==> images/registers.png <==
Other sequential cells in the stronger gray, the rest of the logic in the fainter gray.
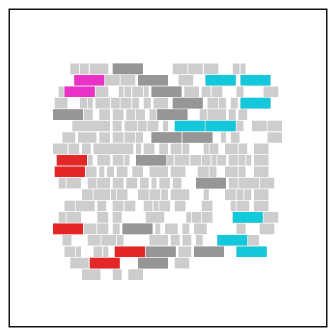
==> images/clock_map.png <==
The bar under the picture is 20 um long.
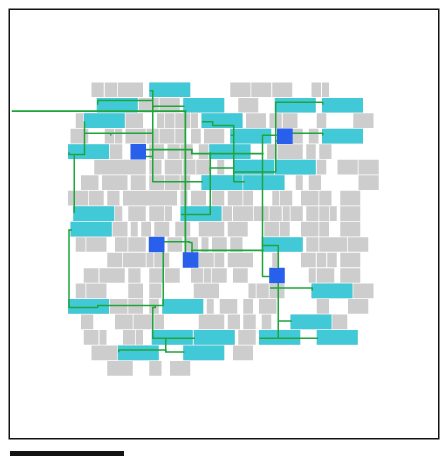
$ cat src/rtl/iq_demod_pkg.sv
// Shared types and constants for the IQ demodulation sequencer and the
// datapath (filter length is shared with the filter instantiation).
package iq_demod_pkg;

    typedef enum logic [1:0] {
        ST_IDLE   = 2'd0,
        ST_FLUSH  = 2'd1,
        ST_WARMUP = 2'd2,
        ST_RUN    = 2'd3
    } state_t;

    localparam int NTAPS_DEF = 20;

    // Bits needed to hold values 0..max_val (at least one bit).
    function automatic int cnt_width(input int max_val);
        return (max_val < 2) ? 1 : $clog2(max_val + 1);
    endfunction

endpackage

$ cat src/rtl/iq_ctrl_sat_cnt.sv
// Saturating up-counter with synchronous clear. Clear and increment in the
// same cycle restart the count at one, so an event coinciding with a clear is kept.
module iq_ctrl_sat_cnt #(
    parameter int W   = 8,
    parameter int MAX = 255
) (
    input  logic         clk,
    input  logic         srst,
    input  logic         clr,
    input  logic         inc,
    output logic [W-1:0] cnt
);

    localparam logic [W-1:0] MAX_V = W'(MAX);

    logic [W-1:0] cnt_reg;
    logic [W-1:0] base;

    always_comb begin
        base = clr ? '0 : cnt_reg;
    end

    always_ff @(posedge clk) begin
        if (srst) begin
            cnt_reg <= '0;
        end else if (inc && (base != MAX_V)) begin
            cnt_reg <= base + 1'b1;
        end else begin
            cnt_reg <= base;
        end
    end

    assign cnt = cnt_reg;

endmodule

$ cat src/rtl/iq_demod_ctrl.sv
// Start-up sequencer for the IQ demodulation chain: LO phase clear, zero-sample
// filter flush, warm-up masking, strobe gating and error monitoring.
module iq_demod_ctrl
    import iq_demod_pkg::*;
#(
    parameter int NTAPS     = NTAPS_DEF,
    parameter int WARMUP    = 20,
    parameter int FLUSH_GAP = 4,
    parameter int CNT_W     = 8
) (
    input  logic             clk,
    input  logic             resetn,
    input  logic             enable_i,
    input  logic             clr_err_i,
    input  logic             adc_rdy_i,
    input  logic             filt_valid_i_i,
    input  logic             filt_valid_q_i,
    input  logic             cordic_ready_i,
    output logic             sample_en_o,
    output logic             zero_sample_o,
    output logic             nco_clr_o,
    output logic             demod_iq_valid_o,
    output logic [1:0]       state_o,
    output logic             overrun_o,
    output logic             desync_o,
    output logic [CNT_W-1:0] drop_cnt_o
);

    localparam int FL_W  = cnt_width(NTAPS);
    localparam int WU_W  = cnt_width(WARMUP);
    localparam int GAP_W = cnt_width(FLUSH_GAP - 1);

    state_t            state_reg, state_next;
    logic              enable_prev_reg;
    logic [GAP_W-1:0]  gap_reg, gap_next;
    logic [FL_W-1:0]   flush_cnt;
    logic [WU_W-1:0]   warm_cnt;

    logic sample_en_reg, sample_en_next;
    logic zero_sample_reg, zero_sample_next;
    logic nco_clr_reg, nco_clr_next;
    logic demod_valid_reg, demod_valid_next;

    logic gap_term, pair, desync_evt, drop_evt, cnt_clr;
    logic flush_inc, warm_inc;
    logic [1:0] flag_set, flags;

    assign gap_term   = (gap_reg == GAP_W'(FLUSH_GAP - 1));
    assign pair       = filt_valid_i_i & filt_valid_q_i;
    assign desync_evt = ((state_reg == ST_WARMUP) || (state_reg == ST_RUN)) &&
                        (filt_valid_i_i != filt_valid_q_i);
    assign drop_evt   = demod_valid_reg & ~cordic_ready_i;

    always_comb begin
        state_next       = state_reg;
        sample_en_next   = 1'b0;
        zero_sample_next = 1'b0;
        demod_valid_next = 1'b0;
        flush_inc        = 1'b0;
        warm_inc         = 1'b0;
        case (state_reg)
            ST_IDLE: begin
                if (enable_i && !enable_prev_reg) state_next = ST_FLUSH;
            end
            ST_FLUSH: begin
                if (gap_term) begin
                    sample_en_next   = 1'b1;
                    zero_sample_next = 1'b1;
                    flush_inc        = 1'b1;
                    if (flush_cnt == FL_W'(NTAPS - 1)) state_next = ST_WARMUP;
                end
            end
            ST_WARMUP: begin
                sample_en_next = adc_rdy_i & ~desync_evt;
                if (desync_evt) begin
                    state_next = ST_FLUSH;
                end else if (pair) begin
                    warm_inc = 1'b1;
                    if (warm_cnt == WU_W'(WARMUP - 1)) state_next = ST_RUN;
                end
            end
            ST_RUN: begin
                sample_en_next = adc_rdy_i & ~desync_evt;
                if (desync_evt) state_next = ST_FLUSH;
                else            demod_valid_next = pair;
            end
            default: state_next = ST_IDLE;
        endcase
        // Dropping enable overrides everything, including a strobe arriving this cycle.
        if (!enable_i) begin
            state_next       = ST_IDLE;
            sample_en_next   = 1'b0;
            zero_sample_next = 1'b0;
            demod_valid_next = 1'b0;
            flush_inc        = 1'b0;
            warm_inc         = 1'b0;
        end
    end

    assign cnt_clr      = (state_next != state_reg);
    assign nco_clr_next = (state_next == ST_FLUSH) && (state_reg != ST_FLUSH);

    always_comb begin
        gap_next = '0;
        if ((state_reg == ST_FLUSH) && (state_next == ST_FLUSH) && !gap_term) begin
            gap_next = gap_reg + 1'b1;
        end
    end

    always_ff @(posedge clk) begin
        if (resetn) begin
            state_reg       <= ST_IDLE;
            enable_prev_reg <= 1'b0;
            gap_reg         <= '0;
            sample_en_reg   <= 1'b0;
            zero_sample_reg <= 1'b0;
            nco_clr_reg     <= 1'b0;
            demod_valid_reg <= 1'b0;
        end else begin
            state_reg       <= state_next;
            enable_prev_reg <= enable_i;
            gap_reg         <= gap_next;
            sample_en_reg   <= sample_en_next;
            zero_sample_reg <= zero_sample_next;
            nco_clr_reg     <= nco_clr_next;
            demod_valid_reg <= demod_valid_next;
        end
    end

    iq_ctrl_sat_cnt #(.W(FL_W), .MAX(NTAPS)) u_flush_cnt (
        .clk  (clk),
        .srst (resetn),
        .clr  (cnt_clr),
        .inc  (flush_inc & ~cnt_clr),
        .cnt  (flush_cnt)
    );

    iq_ctrl_sat_cnt #(.W(WU_W), .MAX(WARMUP)) u_warm_cnt (
        .clk  (clk),
        .srst (resetn),
        .clr  (cnt_clr),
        .inc  (warm_inc & ~cnt_clr),
        .cnt  (warm_cnt)
    );

    iq_ctrl_sat_cnt #(.W(CNT_W), .MAX((1 << CNT_W) - 1)) u_drop_cnt (
        .clk  (clk),
        .srst (resetn),
        .clr  (clr_err_i),
        .inc  (drop_evt),
        .cnt  (drop_cnt_o)
    );

    // Sticky error flags: bit 0 overrun, bit 1 desync; a set beats a clear.
    assign flag_set = {desync_evt, drop_evt};

    genvar gi;
    generate
        for (gi = 0; gi < 2; gi++) begin : g_flag
            logic flag_reg;
            always_ff @(posedge clk) begin
                if (resetn)             flag_reg <= 1'b0;
                else if (flag_set[gi])  flag_reg <= 1'b1;
                else if (clr_err_i)     flag_reg <= 1'b0;
            end
            assign flags[gi] = flag_reg;
        end
    endgenerate

    assign sample_en_o      = sample_en_reg;
    assign zero_sample_o    = zero_sample_reg;
    assign nco_clr_o        = nco_clr_reg;
    assign demod_iq_valid_o = demod_valid_reg;
    assign state_o          = state_reg;
    assign overrun_o        = flags[0];
    assign desync_o         = flags[1];

endmodule

$ cat config.mk
export PLATFORM = sky130hd
export DESIGN_NAME = iq_demod_ctrl
export DESIGN_NICKNAME = d
export VERILOG_FILES = /design/src/rtl/iq_demod_pkg.sv /design/src/rtl/iq_ctrl_sat_cnt.sv /design/src/rtl/iq_demod_ctrl.sv
export SDC_FILE = /design/constraint.sdc
export NUM_CORES = 1
export LEC_CHECK = 0
export CORE_MARGIN = 10
export CORE_UTILIZATION = 49
export CTS_BUF_LIST = sky130_fd_sc_hd__clkbuf_4
export DETAILED_ROUTE_END_ITERATION = 10
export PLACE_DENSITY = 0.85
export SYNTH_ARGS = -nofsm -noshare
export SYNTH_HDL_FRONTEND = slang
export SYNTH_HIERARCHICAL = 1
export SYNTH_SLANG_ARGS = --single-unit
$ cat constraint.sdc
create_clock -name clk -period 2.6 [get_ports clk]
set_input_delay 0.52 -clock clk [delete_from_list [all_inputs] [get_ports clk]]
set_output_delay 0.52 -clock clk [all_outputs]
set_load 0.02 [all_outputs]
==> impl_metrics.py <==
# Metrics from the implementation run
metrics = {
    "worst_setup_path": {
        "cp_data_required_time_ns": 2.85,
        "slowest_delay_ns": 0.36,
        "reg2reg_to": "u_warm_cnt/cnt[3]",
        "end_kind": "flop",
        "crit_family": "simple AND/OR/NAND/NOR gates",
        "worstPathArrival_ns": 2.75,
        "cp_slowest_cell": "or3_1",
        "path_cells": "dlygate4sd2_1 -> ha_4 -> nand2_2 -> o211a_1 -> o311ai_4 -> nor2b_1 -> inv_1 -> ha_1 -> and3b_1 -> or3_1 -> a211oi_2",
        "critPathKind": "in2reg",
        "rrSetupSlack_ns": 0.18,
    },
    "routing": {
        "met1_length_mm": 1.528,
        "dr_wl_met3_um": 247,
        "drtPass1Iterations": 4,
        "wl_per_cell_um": 16.23,
        "drc": 0,
    },
    "finish": {
        "syn_to_final_growth_pct": 30.23,
        "layout-drive-gt1-share": 0.1981,
        "num_antenna_cells": 0,
        "final_cell_area_mm2": 0.001946,
        "largest_reg_flops": 8,
    },
    "clock_tree": {
        "ctsHoldBuffers": 0,
        "post_cts_buffers": 3,
        "cts_root_buf": "clkbuf_4",
        "cts_made_buffers": 5,
        "cts.clk_slew.worst_paths_ns": 0.10,
    },
    "status": {
        "outcome": "finished clean",
    },
    "floorplan": {
        "io_pins": 24,
        "fp_util": 0.5281,
        "die_w_um": 75.22,
        "rows": 19,
    },
    "power": {
        "intPower_mw": 0.5838,
        "power.share.sequential": 0.574,
        "combPwrFrac": 0.086,
    },
    "sta": {
        "final.setup.tns_ns": 0,
        "finalSetupViolations": 0,
        "worst_pin_slew_ns": 0.4705,
        "rsz0062_at_grt": "no",
        "relSlewSlack": 0.6857,
    },
    "synth": {
        "synth_area_per_cell_um2": 9.222,
        "top_cells_by_count": "dfxtp_1, a21oi_1, inv_1, nand2_1, nor2b_1",
        "yosys.area.top_type": "dfxtp_1",
        "synth_seq_share": 0.3886,
        "syn_area_mm2": 0.001494,
        "yosys-stat-cells": 162,
        "topCellsByArea": "dfxtp_1, ha_1, a21oi_1",
        "yosysUniqueCellTypes": 44,
        "edf_count": 0,
        "synth-main-ff-cell": "dfxtp_1",
        "numSynthFlops": 29,
        "ys_warn_count": 6,
        "fa_ha_area_frac": 0.05863,
        "synth.most_common_cell": "dfxtp_1",
        "synthAoiAreaFrac": 0.1809,
    },
    "min_path": {
        "whs_path_depth": 1,
    },
    "place": {
        "dpl.hpwl_mm": 2.911,
        "post_dp_cell_area_mm2": 0.001856,
    },
    "global_route": {
        "grt_util_met1": 0.1510,
        "overflow": 0,
        "grt_pass1_vias": 1431,
    },
}
Notes on registers.png above:
name in the netlist	color	sequential cells
gap_reg	magenta	2
u_drop_cnt/cnt	cyan	8
u_warm_cnt/cnt	red	5
not colored	14
end-of-flow core utilization: 0.6877
Sequential Power: 0.451 mW
Seq/total area: 0.2984

Notes on clock_map.png above:
[flip-flops] cyan | count: 29
[cells driving clock nets] blue | count: 5
[clock wires] green | length: 392 um
routed clock nets	6
clk_skew: 0.01508 ns
Clock power frac: 0.340
later-pin clock latency in the skew report: 0.33 ns
P_clk: 0.267 mW

-- metrics by stage --
stage	power [mW]	worst slack, ns	cells
detailed placement	0.5236	-0.4482	227
finish	0.7849	0.1004	238
global placement	0.5215	-0.3453	227
CTS	0.7953	0.1638	238
global route	0.8169	0.0006193	238
floorplan	0.4886	0.03205	162
-- layout make-up --
class | instances | area [um2] | share of cell area
Timing Repair Buffer | 42 | 370.4 | 0.1904
Multi-Input combinational cell | 119 | 867.1 | 0.4457
Sequential cell | 29 | 580.6 | 0.2984
Inverter | 9 | 33.78 | 0.01736
Tap cell | 31 | 38.79 | 0.01994
Clock inverter | 3 | 17.52 | 0.009003
Clock buffer | 5 | 37.54 | 0.01929
No activity file was given, so power comes from the tool's default toggle rates.
